==> run_1/wire_density.png <==
12 x 12 tiles, from dark blue (low) to red (high), scaled to the fullest tile. Values are wire area over tile area, all layers added.
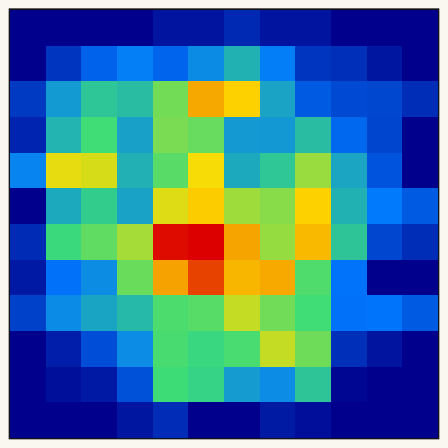
==> run_1/registers.png <==
The bar under the picture is 20 um long. Other sequential cells in the stronger grey, the rest of the logic in the fainter grey.
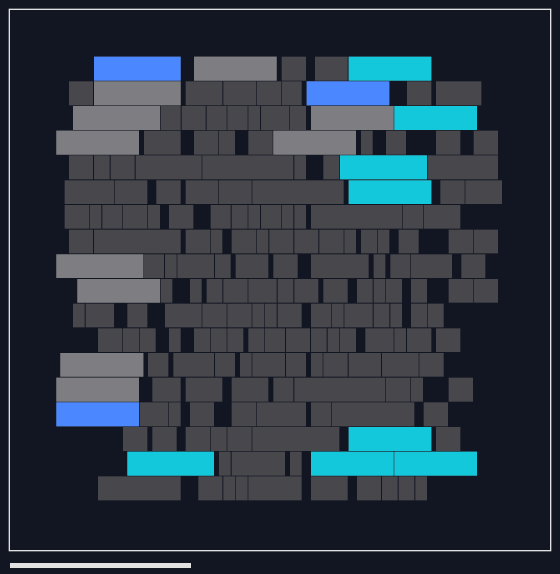
==> run_1/port_nets.png <==
The bar under the picture is 20 um long.
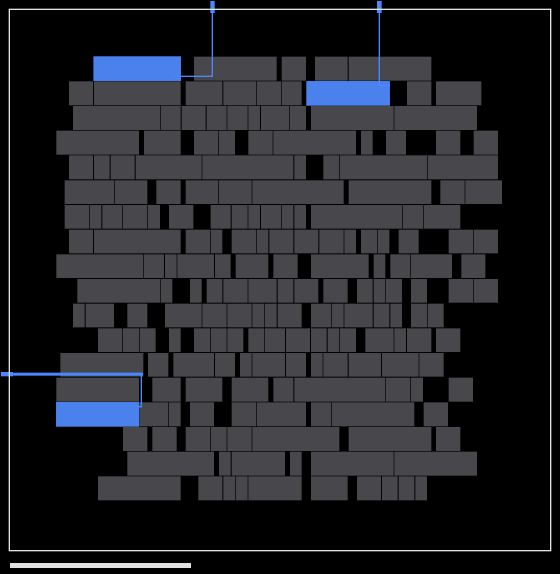
==> run_1/metal_stack.png <==
Only two layers are drawn.
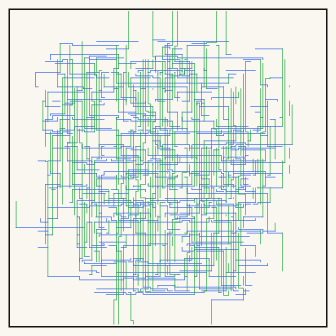
<file path="src/rtl/tl_phase_ctrl.sv">
// Two-road traffic-light phase controller: sequences NS/EW lamp phases on timebase
// ticks, serves side-road and pedestrian demand, and supports flashing-yellow mode.
module tl_phase_ctrl #(
    parameter int T_NSG   = 20,
    parameter int T_EWG   = 15,
    parameter int T_Y     = 3,
    parameter int T_AR    = 1,
    parameter int T_MIN_G = 5,
    parameter int CW      = 8
) (
    input  logic          clk,
    input  logic          rst,
    input  logic          tick,
    input  logic          ew_req,
    input  logic          ped_req,
    input  logic          flash,
    output logic [2:0]    ns_light,
    output logic [2:0]    ew_light,
    output logic          walk,
    output logic [CW-1:0] remain,
    output logic [2:0]    state
);

    typedef enum logic [2:0] {
        NS_G  = 3'd0,
        NS_Y  = 3'd1,
        AR1   = 3'd2,
        EW_G  = 3'd3,
        EW_Y  = 3'd4,
        AR2   = 3'd5,
        FLASH = 3'd6
    } phase_t;

    localparam logic [CW-1:0] R_NSG  = CW'(T_NSG);
    localparam logic [CW-1:0] R_EWG  = CW'(T_EWG);
    localparam logic [CW-1:0] R_Y    = CW'(T_Y);
    localparam logic [CW-1:0] R_AR   = CW'(T_AR);
    localparam logic [CW-1:0] R_MING = CW'(T_MIN_G);
    localparam logic [CW-1:0] R_ONE  = CW'(1);

    localparam logic [2:0] L_RED = 3'b100;
    localparam logic [2:0] L_YEL = 3'b010;
    localparam logic [2:0] L_GRN = 3'b001;

    phase_t        state_q, state_d;
    logic [CW-1:0] remain_q, remain_d;
    logic          fph_q, fph_d;
    logic          req_l_q, req_l_d;
    logic          ped_l_q, ped_l_d;
    logic          walk_q, walk_d;
    logic [2:0]    ns_q, ns_d;
    logic [2:0]    ew_q, ew_d;

    logic req_nxt, ped_nxt, enter_ew;

    always_comb begin
        // Requests arriving in the deciding clock are honoured, so decisions use
        // the would-be latch value rather than the registered one.
        req_nxt  = req_l_q | ew_req;
        ped_nxt  = ped_l_q | ped_req;
        state_d  = state_q;
        remain_d = remain_q;
        fph_d    = fph_q;

        if (!(state_q inside {NS_G, NS_Y, AR1, EW_G, EW_Y, AR2, FLASH})) begin
            state_d  = AR2;
            remain_d = R_AR;
        end else if (tick) begin
            if (flash && state_q != FLASH) begin
                state_d  = FLASH;
                fph_d    = 1'b1;
                remain_d = '0;
            end else if (state_q == FLASH) begin
                if (flash) begin
                    fph_d = ~fph_q;
                end else begin
                    state_d  = AR2;
                    remain_d = R_AR;
                    fph_d    = 1'b0;
                end
            end else if (state_q == NS_G && ped_nxt && remain_q > R_MING) begin
                remain_d = R_MING;
            end else if (remain_q > R_ONE) begin
                remain_d = remain_q - R_ONE;
            end else begin
                case (state_q)
                    NS_G: begin
                        if (req_nxt || ped_nxt) begin
                            state_d  = NS_Y;
                            remain_d = R_Y;
                        end else begin
                            remain_d = R_NSG;
                        end
                    end
                    NS_Y:    begin state_d = AR1;  remain_d = R_AR;  end
                    AR1:     begin state_d = EW_G; remain_d = R_EWG; end
                    EW_G:    begin state_d = EW_Y; remain_d = R_Y;   end
                    EW_Y:    begin state_d = AR2;  remain_d = R_AR;  end
                    default: begin state_d = NS_G; remain_d = R_NSG; end
                endcase
            end
        end

        enter_ew = (state_d == EW_G) && (state_q != EW_G);
        req_l_d  = enter_ew ? 1'b0 : req_nxt;
        ped_l_d  = enter_ew ? 1'b0 : ped_nxt;

        if (state_d == EW_G) begin
            walk_d = enter_ew ? ped_nxt : walk_q;
        end else begin
            walk_d = 1'b0;
        end

        case (state_d)
            NS_G:    begin ns_d = L_GRN; ew_d = L_RED; end
            NS_Y:    begin ns_d = L_YEL; ew_d = L_RED; end
            EW_G:    begin ns_d = L_RED; ew_d = L_GRN; end
            EW_Y:    begin ns_d = L_RED; ew_d = L_YEL; end
            FLASH:   begin ns_d = {1'b0, fph_d, 1'b0}; ew_d = {1'b0, fph_d, 1'b0}; end
            default: begin ns_d = L_RED; ew_d = L_RED; end
        endcase
    end

    always_ff @(posedge clk or posedge rst) begin
        if (rst) begin
            state_q  <= AR2;
            remain_q <= R_AR;
            fph_q    <= 1'b0;
            req_l_q  <= 1'b0;
            ped_l_q  <= 1'b0;
            walk_q   <= 1'b0;
            ns_q     <= L_RED;
            ew_q     <= L_RED;
        end else begin
            state_q  <= state_d;
            remain_q <= remain_d;
            fph_q    <= fph_d;
            req_l_q  <= req_l_d;
            ped_l_q  <= ped_l_d;
            walk_q   <= walk_d;
            ns_q     <= ns_d;
            ew_q     <= ew_d;
        end
    end

    assign state    = state_q;
    assign remain   = remain_q;
    assign walk     = walk_q;
    assign ns_light = ns_q;
    assign ew_light = ew_q;

endmodule

</file>
<file path="config.mk">
export PLATFORM = sky130hd
export DESIGN_NAME = tl_phase_ctrl
export DESIGN_NICKNAME = d
export VERILOG_FILES = /design/src/rtl/tl_phase_ctrl.sv
export SDC_FILE = /design/constraint.sdc
export NUM_CORES = 1
export LEC_CHECK = 0
export CORE_MARGIN = 5
export CORE_UTILIZATION = 54
export CTS_CLUSTER_SIZE = 24
export DETAILED_ROUTE_END_ITERATION = 10
export DONT_BUFFER_PORTS = 1
export GPL_ROUTABILITY_DRIVEN = 0
export PLACE_DENSITY = 0.74
export SYNTH_ARGS = -nofsm -noshare
export SYNTH_HDL_FRONTEND = slang
export SYNTH_SLANG_ARGS = --single-unit
</file>
<file path="constraint.sdc">
create_clock -name clk -period 2.1 [get_ports clk]
set_clock_uncertainty 0.2 [all_clocks]
set_input_delay 0.42 -clock clk [delete_from_list [all_inputs] [get_ports clk]]
set_output_delay 0.42 -clock clk [all_outputs]
set_load 0.005 [all_outputs]
</file>
==> notes.md, run 1 <==
Quick summary of the implementation run below.

The post-DP HPWL is between 2000 and 3000 um. The post-synth net total came out at between 150 and 200. The worst setup slack for register-to-register paths came out at -0.20 ns. Looking at the reg2reg group, the worst path starts from remain[5]. The total DRC errors in the routed layout came out at 0. The register bit count reported by yosys is 21. The number of clock sinks is 21. The layout report lists the non-clock buffer share of cell area as 0.211. For reference, the critical path is launched at remain[5]. The met1 usage came out at 0.269. The leakage dissipation is 0.837 nW.

The share of total power dissipated in sequential elements is 0.201. Routed signal wires occupy layers up through met4. The number of antenna repair diodes is 0.

The count of inserted tapcells is 30. The average footprint of a synthesized cell came out at approximately 9.0 um2. Measured along the x axis, the die boundary spans between 50 and 60 um.

The number of buffers added by the clock tree synthesis step came out at 3. Measured on the final layout, the clock distribution area share stands at 0.0140. The met2 wirelength from detailed routing is 2180 um. The type of element capturing the critical path is a register. The count of clock-net buffers in the final layout is 3.

The arrival time of the worst setup path came out at 2.35 ns. Power comes to 4.01 mW. The endpoint of the worst-slack reg-to-reg timing path is ns_light[2]. The worst setup path category is reg -> reg.

The detailed route wirelength on metal3 came out at 275 um. The area growth from synthesis to layout came out at 48.9%. The post-synthesis cell area is 1320 um2. The final setup violation count is 15. The buffer count excluding the clock tree in the final layout is 51. The endpoint required time on the critical path came out at 2.15 ns. The remaining number of nets flagged by the antenna check after routing came out at 0.

Counting I/O delays and the setup requirement, the final critical path takes approximately 2.3 ns. TritonCTS built the clock tree. Counting cells, the worst reg-to-reg path comes to 5. The fraction of standard cell area in multi-input logic is 0.470. Broken down by cell family, the worst path's largest delay share belongs to simple AND/OR/NAND/NOR gates. Of all flip-flops after synthesis, the portion carrying an async set or reset was 1.00. Setup repair after global routing could not meet its margin everywhere. The clock group power is 0.196 mW. The final non-filler cell total came out at 226.

The run finished, with violations left. Global routing finished with a remaining overflow of 0. The number of antenna violations at the first check in global routing is 0.

The checks that failed: setup timing. The clock share of power came out at 0.049. The min-delay analysis places its worst path in the category in -> reg. After floorplanning, the core was divided into 18 placement rows. The total placed cells including tap cells came out at 207. The total negative setup slack came out at -1.87 ns. For the worst-skew pair, the clock arrives at the later sink with an insertion delay of 0.31 ns.

After layout, the worst setup slack is -0.202 ns. Timing analysis after detailed placement gives a worst setup slack of -0.215 ns. The post-synthesis chip area from yosys came out at 1320 um2. The count of maximum capacitance violations is 0. The CTS H-tree depth came out at 1.

The first global-routing pass estimated 6370 um of wire. The number of inserted filler cells in the final layout is approximately 140. Following the worst setup path forward leads to its endpoint at ns_light[2]. The slowest stage of the critical path is the or4_4 cell. The final timing report lists a hold violation count of 0.
About wire_density.png:
nearly empty tiles = 19%
emptiest ninth of the die = upper right
mean over tiles = 0.20
densest ninth of the die = centre
Routed wire per std cell: 18.7 um
via count: 1,424
final wirelength: 4240 um

About registers.png:
remain -> cyan  # flops 8
ew_light -> blue  # flops 3
final core utilization: 0.818
register fraction of the total cell area: 0.270
combined flip-flop and latch cell area: 533 um2

About port_nets.png:
ew_light -> blue  # direction output, edge 2 top, 1 left, end cells 3, buffers 0, wire 38.3 um
Port-buffer cells: 0
I/O pin count: 24

About metal_stack.png:
met2 -> green  # wire length 2,180 um
met1 -> blue  # wire length 1,650 um
Total GRT Usage: 0.238

## run 1: Yosys cell counts (3+ instances only)
| master | number |
|---|---|
| dfrtp_1 | 16 |
| nand2_1 | 16 |
| nor2_1 | 12 |
| o21ai_0 | 9 |
| a31oi_1 | 8 |
| inv_1 | 8 |
| nand3_1 | 8 |
| nor3_1 | 8 |
| a21oi_1 | 7 |
| clkbuf_1 | 5 |
| dfstp_2 | 5 |
| or4_1 | 3 |
## run 1: registers in the layout (all words and copies together) (netlist names)
name and count:
walk 1, fph_q 1, ped_l_q 1, req_l_q 1, ew_light 3, remain 8
ns_light 3, state 3
## run 1: what timing repair did
action,in CTS,in global routing
setup endpoints to repair,17,19
endpoints found under the hold margin,16,0
hold buffers,1,0
pin swaps,6,15
resized,17,29
buffers inserted,8,6
## Run 2: what changed since run 1
--- a/config.mk
+++ b/config.mk
@@ -12,6 +12,7 @@
 export DONT_BUFFER_PORTS = 1
 export GPL_ROUTABILITY_DRIVEN = 0
 export PLACE_DENSITY = 0.74
+export SKIP_LAST_GASP = 1
 export SYNTH_ARGS = -nofsm -noshare
 export SYNTH_HDL_FRONTEND = slang
 export SYNTH_SLANG_ARGS = --single-unit
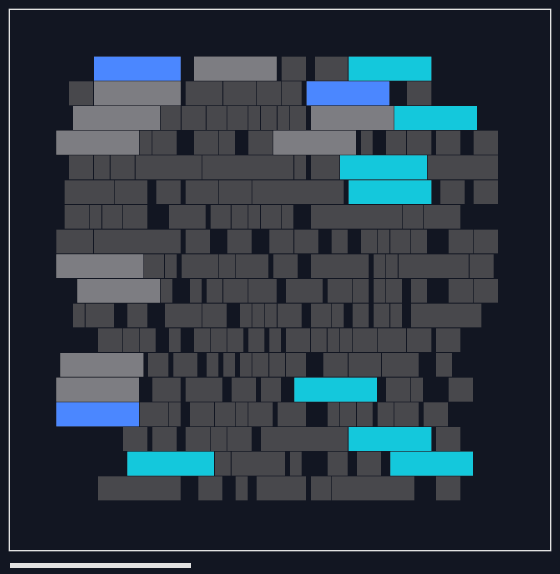
(run_2/registers.png)
The bar under the picture is 20 um long. Other sequential cells in the stronger grey, the rest of the logic in the fainter grey.
remain -> cyan  # flops 8
ew_light -> blue  # flops 3
not coloured = 10
sequential cell power: 0.800 mW
final core utilization: 0.804
register fraction of the total cell area: 0.275

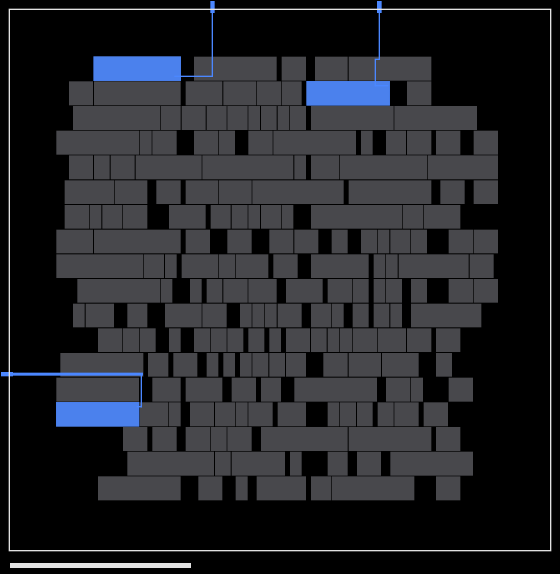
(run_2/port_nets.png)
The bar under the picture is 20 um long.
ew_light -> blue  # direction output, edge 2 top, 1 left, end cells 3, buffers 0, wire 39.2 um

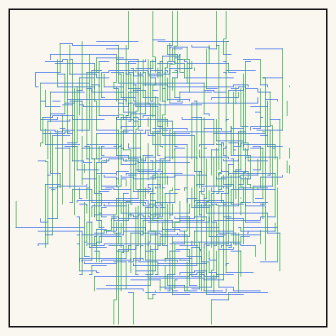
(run_2/metal_stack.png)
Only two layers are drawn.
met2 -> green  # wire length 2,090 um
met1 -> blue  # wire length 1,610 um
Routed wire per std cell: 18.2 um
final wirelength: 4120 um

==> run 2 against run 1 <==
The run still ends with setup timing left. Clock-buffer cell count is the same. Synthesized cell count is the same. Sequential cell count is the same. Area after synthesis is the same. Wire length shrank 2.7%. Sequential share of layout area grew 0.45 points. Critical endpoint unchanged.
==> notes.md, run 2 <==
Quick summary of the implementation run below.

The start of the worst register-to-register path is remain[5] (unchanged). The post-synthesis cell area is 1320 um2 (unchanged). The final non-filler cell total is 226 (unchanged). The worst hold path class is in -> reg (unchanged). The number of buffers added by the clock tree synthesis step is 3 (unchanged).

RSZ-0062 raised after global routing: true (unchanged). The leakage dissipation came to 0.832 nW (was 0.837 nW). The clock latency reported for the late side of the worst-skew pair came to 0.31 ns (about the same).

The die width is 59.5 um (unchanged). The remaining global-route overflow came to 0 (unchanged). The I/O pin count is 24 (unchanged).

The synthesized netlist cell count came out at 147 (unchanged). The count of maximum capacitance violations was 0 (unchanged). Post-synth top cells: dfrtp_1 (16), nand2_1 (16), nor2_1 (12) (unchanged). The first-pass GRT wire length came out at 6330 um (was 6370 um). The flip-flop count of the largest register after layout came out at 8 (unchanged). The endpoint of the worst-slack reg-to-reg timing path is ns_light[2] (unchanged). The CTS H-tree depth is 1 (unchanged). The gate family responsible for the most delay along the worst path is simple AND/OR/NAND/NOR gates (unchanged). The source of the critical timing path is remain[5] (unchanged).

The total routing usage reported by global routing is 0.236 (was 0.238). The worst slew slack as a fraction of its limit came to 0.481 (was 0.490). The routed via count came out at 1,433 (was 1,424).

The register bit count reported by yosys is 21 (unchanged). The endpoint required time on the critical path was 2.15 ns (about the same). The number of antenna violations at the first check in global routing came out at 0 (unchanged). The total chip power is 3.90 mW (was 4.01 mW). The worst setup slack for register-to-register paths came to -0.22 ns (was -0.20 ns). The count of final hold-check violations came to 0 (unchanged). The worst-case setup margin in the final layout came to -0.215 ns (was -0.202 ns).

The post-synth net total is 155 (unchanged). The average footprint of a synthesized cell is 9.01 um2 (unchanged). The TritonCTS clock tree is built (unchanged).

The worst setup path category is reg -> reg (unchanged). The worst setup path endpoint was ns_light[2] (unchanged). The post-DP HPWL is 2760 um (unchanged). Status: complete, but fails checks (unchanged). The post-synthesis chip area from yosys is 1320 um2 (unchanged).

The remaining number of nets flagged by the antenna check after routing is 0 (unchanged). The sequential group share of total power is 0.205 (was 0.201). Violations in the final reports: setup timing (unchanged). The total placed cells including tap cells came to 207 (unchanged). The worst hold endpoint was req_l_q (unchanged).

The total DRC errors in the routed layout is 0 (unchanged). The number of post-CTS setup repair buffers came out at 8 (unchanged). The type of element capturing the critical path is a register (unchanged).

The number of clock sinks came out at 21 (unchanged). The arrival time of the worst setup path came out at 2.36 ns (was 2.35 ns). The number of hold buffers added after cts was 1 (unchanged).

The final tally of max-slew violations is 0 (unchanged). The total negative setup slack came to -1.65 ns (was -1.87 ns). The area growth from synthesis to layout came out at 46.4% (was 48.9%).

The quantity of gates resized following cts came out at 15 (was 17). The proportion of register bits with asynchronous set or reset after synthesis came out at 1.00 (unchanged). The final setup violation count is 14 (was 15). The number of I/O port buffers came to 0 (unchanged).

The transition at the pin with the smallest max-transition slack came to 0.777 ns (was 0.764 ns). The number of placement rows was 18 (unchanged). The clock share of power is 0.050 (was 0.049). The depth of the worst register-to-register path is 5 (unchanged). The post-place setup slack is -0.215 ns (unchanged). The standard cell with the maximum stage delay on the critical path is or4_4 (unchanged). The number of antenna repair diodes came out at 0 (unchanged). The clock group power came to 0.195 mW (was 0.196 mW).
[run 2: cell families (layout without fill, tap and decap cells)]
kind of cell,Yosys count,count (layout),synth area share
simple gates,66,66,0.280
fa+ha+maj,2,2,0.0189
buf+inv,14,63,0.0454
mux,2,2,0.0161
compound gates,42,42,0.238
flops,21,21,0.402
[run 2: cell type report]
class	instances	area [um2]
well taps	30	37.5
multi-input cells	112	898
inverters	8	30.0
clock inverters	1	5.00
clock buffers	3	22.5
fillers	153	472
repair buffers	51	412
flip-flops and latches	21	533
[run 2: per-layer routing]
layer  up-vias  share of wire  track usage  wire, um
met1       697           0.39        0.265      1610
li1        652              -            -         -
met4         0          0.039        0.130       159
met2        65           0.51        0.417      2090
met5         -              0            0         0
met3        19          0.063       0.0458       260
No activity file was given, so power comes from the tool's default toggle rates.
